==> run_1/wires.png <==
Two of the layers only.
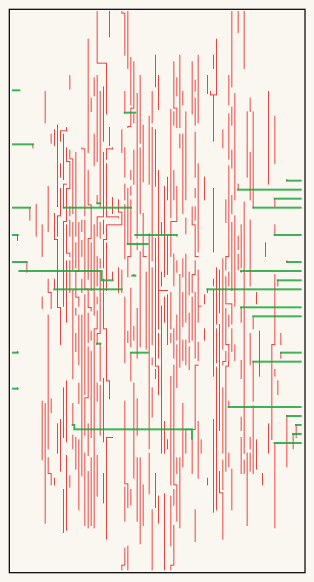
==> run_1/layer_met2.png <==
Scale bar: 10 um.
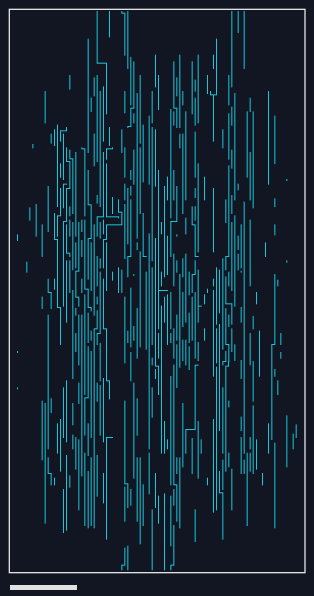
==> run_1/clocks.png <==
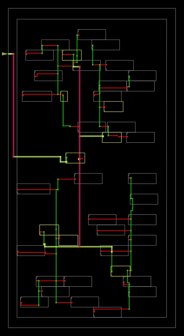
==> run_1/io_fan.png <==
Scale bar: 10 um.
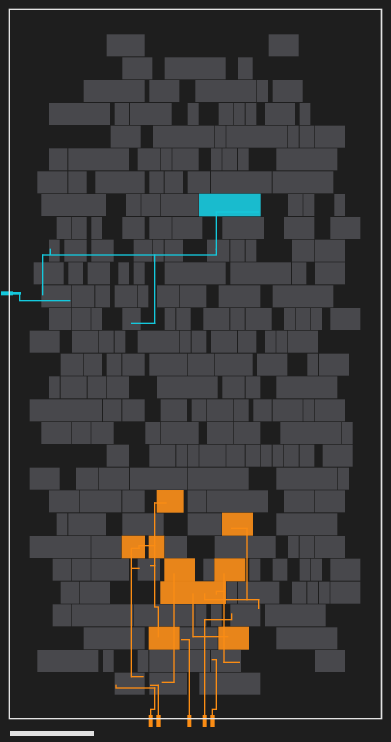
==> src/rtl/stp_frame_ctrl.sv <==
`default_nettype none
// ============================================================================
//  Module      : stp_frame_ctrl
//  Description : Sequencer for the serial-to-parallel shift register on the
//                password-input path. Gates shifting, frames words, hands each
//                word downstream with valid/ready and flags overrun/len errors.
//  Revision    : 1.0 - initial release
// ============================================================================
module stp_frame_ctrl #(
    parameter int NUM_BITS  = 8,
    parameter int MAX_WORDS = 16,
    parameter int LEN_W     = $clog2(MAX_WORDS + 1),
    parameter int IDX_W     = $clog2(MAX_WORDS)
) (
    input  logic                clk,
    input  logic                rst,
    input  logic                frame_start,
    input  logic [LEN_W-1:0]    frame_len,
    input  logic                bit_valid,
    input  logic [NUM_BITS-1:0] parallel_in,
    output logic                shift_enable,
    output logic [NUM_BITS-1:0] word_out,
    output logic                word_valid,
    input  logic                word_ready,
    output logic [IDX_W-1:0]    word_idx,
    output logic                word_last,
    output logic                busy,
    output logic                overrun,
    output logic                len_err,
    output logic                frame_done
);

    localparam int                 c_bit_w    = $clog2(NUM_BITS);
    localparam logic [c_bit_w-1:0] c_bit_last = c_bit_w'(NUM_BITS - 1);
    localparam logic [LEN_W-1:0]   c_max_len  = LEN_W'(MAX_WORDS);

    localparam logic [2:0] c_idle    = 3'd0;
    localparam logic [2:0] c_shift   = 3'd1;
    localparam logic [2:0] c_capture = 3'd2;
    localparam logic [2:0] c_hold    = 3'd3;
    localparam logic [2:0] c_done    = 3'd4;

    logic [2:0]          r_state,      w_state_nxt;
    logic [LEN_W-1:0]    r_len,        w_len_nxt;
    logic [c_bit_w-1:0]  r_bit_cnt,    w_bit_cnt_nxt;
    logic [LEN_W-1:0]    r_word_cnt,   w_word_cnt_nxt;
    logic [NUM_BITS-1:0] r_word_out,   w_word_out_nxt;
    logic                r_word_valid, w_word_valid_nxt;
    logic [IDX_W-1:0]    r_word_idx,   w_word_idx_nxt;
    logic                r_word_last,  w_word_last_nxt;
    logic                r_overrun,    w_overrun_nxt;
    logic                r_len_err,    w_len_err_nxt;
    logic                r_frame_done, w_frame_done_nxt;
    logic                w_len_ok;

    assign w_len_ok = (frame_len != '0) && (frame_len <= c_max_len);

    always_ff @(posedge clk) begin
        if (rst) begin
            r_state      <= c_idle;
            r_len        <= '0;
            r_bit_cnt    <= '0;
            r_word_cnt   <= '0;
            r_word_out   <= '0;
            r_word_valid <= 1'b0;
            r_word_idx   <= '0;
            r_word_last  <= 1'b0;
            r_overrun    <= 1'b0;
            r_len_err    <= 1'b0;
            r_frame_done <= 1'b0;
        end else begin
            r_state      <= w_state_nxt;
            r_len        <= w_len_nxt;
            r_bit_cnt    <= w_bit_cnt_nxt;
            r_word_cnt   <= w_word_cnt_nxt;
            r_word_out   <= w_word_out_nxt;
            r_word_valid <= w_word_valid_nxt;
            r_word_idx   <= w_word_idx_nxt;
            r_word_last  <= w_word_last_nxt;
            r_overrun    <= w_overrun_nxt;
            r_len_err    <= w_len_err_nxt;
            r_frame_done <= w_frame_done_nxt;
        end
    end

    always_comb begin
        w_state_nxt      = r_state;
        w_len_nxt        = r_len;
        w_bit_cnt_nxt    = r_bit_cnt;
        w_word_cnt_nxt   = r_word_cnt;
        w_word_out_nxt   = r_word_out;
        w_word_valid_nxt = r_word_valid;
        w_word_idx_nxt   = r_word_idx;
        w_word_last_nxt  = r_word_last;
        w_overrun_nxt    = r_overrun;
        w_len_err_nxt    = 1'b0;
        w_frame_done_nxt = 1'b0;
        case (r_state)
            c_idle: begin
                if (frame_start) begin
                    if (w_len_ok) begin
                        w_len_nxt      = frame_len;
                        w_bit_cnt_nxt  = '0;
                        w_word_cnt_nxt = '0;
                        w_overrun_nxt  = 1'b0;
                        w_state_nxt    = c_shift;
                    end else begin
                        w_len_err_nxt = 1'b1;
                    end
                end
            end
            c_shift: begin
                if (bit_valid) begin
                    // Bit counter parks at its last value; cleared on word handoff.
                    if (r_bit_cnt == c_bit_last) begin
                        w_state_nxt = c_capture;
                    end else begin
                        w_bit_cnt_nxt = r_bit_cnt + c_bit_w'(1);
                    end
                end
            end
            c_capture: begin
                w_overrun_nxt    = r_overrun | bit_valid;
                w_word_out_nxt   = parallel_in;
                w_word_valid_nxt = 1'b1;
                w_word_idx_nxt   = r_word_cnt[IDX_W-1:0];
                w_word_last_nxt  = (r_word_cnt == (r_len - LEN_W'(1)));
                w_state_nxt      = c_hold;
            end
            c_hold: begin
                w_overrun_nxt = r_overrun | bit_valid;
                if (word_ready) begin
                    w_word_valid_nxt = 1'b0;
                    if (r_word_last) begin
                        w_frame_done_nxt = 1'b1;
                        w_state_nxt      = c_done;
                    end else begin
                        w_word_cnt_nxt = r_word_cnt + LEN_W'(1);
                        w_bit_cnt_nxt  = '0;
                        w_state_nxt    = c_shift;
                    end
                end
            end
            c_done: begin
                w_overrun_nxt = r_overrun | bit_valid;
                w_state_nxt   = c_idle;
            end
            default: begin
                w_state_nxt = c_idle;
            end
        endcase
    end

    assign shift_enable = (r_state == c_shift) && bit_valid;
    assign busy         = (r_state != c_idle);
    assign word_out     = r_word_out;
    assign word_valid   = r_word_valid;
    assign word_idx     = r_word_idx;
    assign word_last    = r_word_last;
    assign overrun      = r_overrun;
    assign len_err      = r_len_err;
    assign frame_done   = r_frame_done;

endmodule
`default_nettype wire

==> config.mk <==
export PLATFORM = sky130hd
export DESIGN_NAME = stp_frame_ctrl
export DESIGN_NICKNAME = d
export VERILOG_FILES = /design/src/rtl/stp_frame_ctrl.sv
export SDC_FILE = /design/constraint.sdc
export NUM_CORES = 1
export LEC_CHECK = 0
export CAP_MARGIN = 20
export CORE_ASPECT_RATIO = 2
export CORE_MARGIN = 2
export CORE_UTILIZATION = 49
export DETAILED_ROUTE_END_ITERATION = 16
export PLACE_DENSITY_LB_ADDON = 0.25
export SYNTH_ARGS = -nofsm -noshare
export SYNTH_HDL_FRONTEND = slang
export SYNTH_SLANG_ARGS = --single-unit
==> constraint.sdc <==
create_clock -name clk -period 1.8 [get_ports clk]
set_input_delay 0.18 -clock clk [delete_from_list [all_inputs] [get_ports clk]]
set_output_delay 0.18 -clock clk [all_outputs]
set_load 0.01 [all_outputs]
==> impl_metrics.env, run 1 <==
# flow metrics
export IMPL_outcome="completed"
export IMPL_cts_buffers=5
export IMPL_yosysUniqueCellTypes=37
export IMPL_cap_viol_max_count=0
export IMPL_track_usage=0.2396
export IMPL_setup_tns_ps=0
export IMPL_p_comb_frac=0.128
export IMPL_min_delay_start="frame_len[0]"
export IMPL_startpoint="r_state[1]"
export IMPL_fin_crit_ps=1737
export IMPL_yosys_warnings=0
export IMPL_route_detailed_drc=0
export IMPL_ys_cells=187
export IMPL_worstMarginPinSlew_ps=608.8
export IMPL_coreArea_mm2=0.003120
export IMPL_top_cell_area_share=0.4164
export IMPL_critical_path_slowest_cell="clkdlybuf4s50_1"
export IMPL_ys_seq_share=0.4164
export IMPL_yosys_area_mm2=0.001587
export IMPL_log_warning_count=26
export IMPL_hold_path_class="input pin to register"
export IMPL_whs_ps=250.2
export IMPL_fin_crit_sh=0.9653
export IMPL_io_pins=37
export IMPL_synth_nets=209
export IMPL_lay_top_count="nand2_1"
export IMPL_cts_tree="yes"
export IMPL_fmax_ghz=0.5756
export IMPL_ir_drop_v=0.0005807
export IMPL_dp_hpwl_um=3031
export IMPL_intPower_w=0.001201
export IMPL_worst_setup_path_start_kind="register"
export IMPL_hold_viol=0
export IMPL_p_sw_frac=0.2391
export IMPL_layout_drive_gt1_share=0.1441
export IMPL_first_pass_iters=4
export IMPL_reg2reg_from="r_len[0]"
export IMPL_h_tree_depth=2
export IMPL_area_growth_pct=38.33
About wires.png:
metal 2 -> red  # wire length 2270 um
metal 3 -> green  # wire length 180 um

About layer_met2.png:
wire length on this layer = 2270 um
share of all routed wire = 57%
longest straight run = 37.7 um
drt total wl: 3960 um
Via Count: 1502
met2 usage in global routing: 0.4452

About clocks.png:
Setup Skew: 8.329 ps
# clk buffers: 7
clock network power: 0.000613 W
flip-flops: 33

About io_fan.png:
`word_last` -> cyan  # bits 1, direction output, edge left, end cells 1, wire 54.7 um
`frame_len` -> orange  # bits 5, direction input, edge bottom, end cells 9, wire 141 um

-- run 1: layout make-up --
class	instances	area, um^2	area share
multi-input cells	139	878.3	0.4002
flip-flops and latches	33	665.6	0.3033
repair buffers	53	499.2	0.2275
clock buffers	7	96.34	0.04390
well taps	31	38.79	0.01767
inverters	3	11.26	0.005131
clock inverters	1	5.005	0.002281
-- run 1: stage by stage --
stage / instances / setup slack, ps
6_report: 267 / 62.54
3_3_place_gp: 259 / -174.9
3_5_place_dp: 259 / -227.8
4_1_cts: 267 / 22.00
2_1_floorplan: 187 / 202.9
5_1_grt: 267 / 7.094
-- run 1: routing by layer --
metal | vias up | track usage | share of wire
met5 | - | 0 | 0
met2 | 38 | 0.4452 | 0.57
met1 | 717 | 0.2371 | 0.35
li1 | 737 | - | -
met3 | 10 | 0.04086 | 0.045
met4 | 0 | 0.1185 | 0.028
-- run 1: registers in the layout, summed over array words and instances, names as in the netlist --
register / cells
overrun: 1
word_idx: 4
r_len: 5
r_state: 3
word_last: 1
len_err: 1
r_word_cnt: 5
word_out: 8
r_bit_cnt: 3
word_valid: 1
frame_done: 1
-- run 1: cells in the mapped netlist, types with 2 or more instances --
| master | instances |
|---|---|
| nor3_1 | 5 |
| dfxtp_1 | 33 |
| xor2_1 | 3 |
| nand3b_1 | 2 |
| nor4b_1 | 3 |
| nor3b_1 | 3 |
| nand2_1 | 34 |
| nor4_1 | 2 |
| clkbuf_1 | 8 |
| nor2_1 | 12 |
| a31oi_1 | 2 |
| nor2b_1 | 3 |
| xnor2_1 | 6 |
| inv_1 | 3 |
| nand3_1 | 3 |
| o21ai_0 | 3 |
| buf_2 | 3 |
| mux2i_1 | 10 |
| a211oi_1 | 3 |
| a21oi_1 | 19 |
| nand2b_1 | 7 |
| or2_1 | 2 |
| ha_1 | 4 |
-- run 1: repair_timing --
item,in CTS,in global routing
gates resized,4,6
setup endpoints to repair,2,5
buffers inserted,0,0
-- run 1: kinds of logic (layout without fill, tap and decap cells) --
| logic type | Yosys count | count (layout) | synth area share |
|---|---|---|---|
| buf+inv | 15 | 64 | 0.04022 |
| flops | 33 | 33 | 0.4164 |
| fa+ha+maj | 4 | 4 | 0.03155 |
| compound gates | 33 | 33 | 0.1222 |
| simple gates | 83 | 83 | 0.2768 |
| xor+xnor | 9 | 9 | 0.04969 |
| mux | 10 | 10 | 0.06309 |
-- run 1: worst reg2reg max path: cells and delay by family, from the launching register on --
kind	cells	cell delay [ps]
flip-flops	1	420
AND/OR/NAND/NOR	1	170
adder cells (fa/ha/maj)	1	230
buffers and inverters	1	80
AND-OR/OR-AND	3	650
-- run 1: power groups by stage --
stage | Combinational, W | Clock (W) | Sequential [W]
after floorplan | 0.000106 | 0 | 0.000772
after global placement | 0.000190 | 0 | 0.000779
after detailed placement | 0.000198 | 0 | 0.000779
after CTS | 0.000199 | 0.000625 | 0.000763
after global routing | 0.000218 | 0.000642 | 0.000765
final | 0.000202 | 0.000613 | 0.000763
-- run 1: path summary, 6_finish.rpt --
path | cells past startpoint | slack, ps | to
min | 3 | 250 | r_len[0]
min reg2reg | 2 | 450 | word_out[1]
max reg2reg | 6 | 130 | word_last
max | 2 | 60 | busy
==> run_1/layer_met1.png <==
Supply wires on this layer in gray.
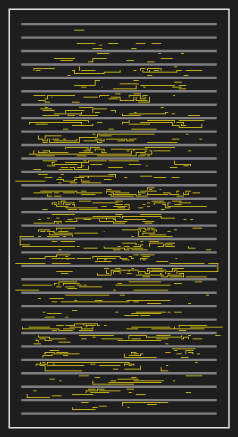

==> run 2, diff against run 1 <==
--- a/config.mk
+++ b/config.mk
@@ -7,7 +7,7 @@
 export LEC_CHECK = 0
 export CAP_MARGIN = 20
 export CORE_ASPECT_RATIO = 2
-export CORE_MARGIN = 2
+export CORE_MARGIN = 1.5
 export CORE_UTILIZATION = 49
 export DETAILED_ROUTE_END_ITERATION = 16
 export PLACE_DENSITY_LB_ADDON = 0.25
==> constraint.sdc (replaced) <==
create_clock -name clk -period 1.8 [get_ports clk]
set_input_delay 0.27 -clock clk [delete_from_list [all_inputs] [get_ports clk]]
set_output_delay 0.27 -clock clk [all_outputs]
set_load 0.01 [all_outputs]
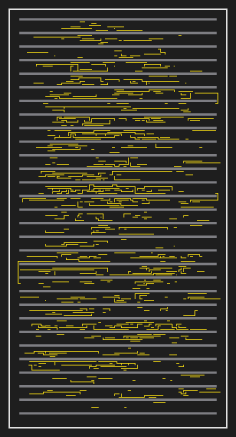
(run_2/layer_met1.png)
Supply wires on this layer in gray.
longest straight run = 17.0 um
main direction = horizontal
wire length on this layer = 1340 um
nets with wire on the layer = 221
share of all routed wire = 34%

==> impl_metrics.env, run 2 <==
# flow metrics
export IMPL_outcome="completed"
export IMPL_place_gp_congestion=0.8412
export IMPL_yosysUniqueCellTypes=37
export IMPL_cap_viol_max_count=0
export IMPL_fin_crit_ps=1723
export IMPL_dp_hpwl_um=2970
export IMPL_hold_path_class="input pin to register"
export IMPL_hold_viol=0
export IMPL_worst_setup_path_start_kind="input pin"
export IMPL_first_pass_iters=6
export IMPL_ys_cells=187
export IMPL_preCtsSetupSlack_ps=-321.3
export IMPL_top_cell_area_share=0.4164
export IMPL_top_cell="nand2_1"
export IMPL_netlist_top_cells_count="nand2_1, dfxtp_1, a21oi_1"
export IMPL_clkLatencyLatePin_ps=280
export IMPL_clock_skew_ps=4.710
export IMPL_die_h_um=83.47
export IMPL_final_cells=265
export IMPL_yosys_area_mm2=0.001587
export IMPL_fmax_ghz=0.5804
export IMPL_fin_crit_sh=0.9571
export IMPL_cts_buffers=5
export IMPL_log_warning_count=26
export IMPL_worstMarginPinSlew_ps=503.0
export IMPL_yosys_warnings=0
export IMPL_hold_path_depth=3
export IMPL_reg2reg_depth=7
export IMPL_synth_nets=209
export IMPL_worst_slack_ps=77.14
export IMPL_whs_ps=350.3
export IMPL_ir_drop_v=0.0005837
export IMPL_wl_um=3910
export IMPL_h_tree_depth=2
export IMPL_io_pins=37
export IMPL_layout_drive_gt1_share=0.1368
export IMPL_synth_cells=187
export IMPL_coreArea_mm2=0.003120
export IMPL_grt_pass1_wl_um=6382
export IMPL_dp_cells=258
export IMPL_area_growth_pct=36.59
export IMPL_route_detailed_drc=0
export IMPL_ys_seq_share=0.4164
export IMPL_cts_tree="yes"
export IMPL_cts_setup_buffers=0
export IMPL_route_vias_total=1503
## run 2: area by class of cell
type                       instances  area [um^2]  share of cell area
sequential                        33        663.1              0.3060
multi-input combinational        139        880.8              0.4065
inverter                           3        11.26            0.005196
tap                               31        38.79             0.01790
timing repair buffer              52        486.7              0.2246
clock buffer                       7        86.33             0.03984
## run 2: metrics by stage
stage	total power, W	setup TNS [ps]
floorplan	0.0008780	0
global placement	0.0009728	-3607
detailed placement	0.0009803	-4173
CTS	0.001538	0
global route	0.001581	-8.264
finish	0.001534	0
## run 2: metal layers
layer,GRT usage,part of all wire,vias up
li1,-,-,730
met1,0.2105,0.34,713
met2,0.4423,0.58,45
met3,0.04329,0.039,15
met4,0.1405,0.042,0
met5,0,0,-
## run 2: what timing repair did
action / in CTS / in global routing
setup endpoints to repair: 6 / 13
resized: 7 / 5
pin swaps: 0 / 2
## run 2: cells by family after synthesis
group,share of synthesized area
flip-flops,0.4164
adder cells (fa/ha/maj),0.03155
buffers and inverters,0.04022
AND/OR/NAND/NOR,0.2768
AND-OR/OR-AND,0.1222
XOR/XNOR,0.04969
multiplexers,0.06309
## run 2: final timing paths
check / from / to / slack, ps
hold reg to reg: word_out[4] / word_out[4] / 450
setup / recovery: frame_len[1] / r_len[0] / 80
setup reg to reg: r_state[1] / r_len[0] / 170
hold / removal: frame_len[2] / r_len[2] / 350
## run 2: critical path, stage by stage
cell,delay [ps]
clkdlybuf4s50_1,470
nor4_4,260
mux2i_1,110
buf_4,160
nor3b_4,200
buf_6,150
mux2i_1,210
nor2_1,60
## run 2: report_power, final
part	internal (W)	total (W)	switching [W]	leakage, nW
Clock	0.000303	0.000564	0.000260	0.0443
Sequential	0.000744	0.000763	0.0000186	0.268
Combinational	0.000116	0.000208	0.0000914	0.501
Total	0.00116	0.00153	0.000370	0.813
Power figures rest on the tool's default switching activity, not on a simulated workload.
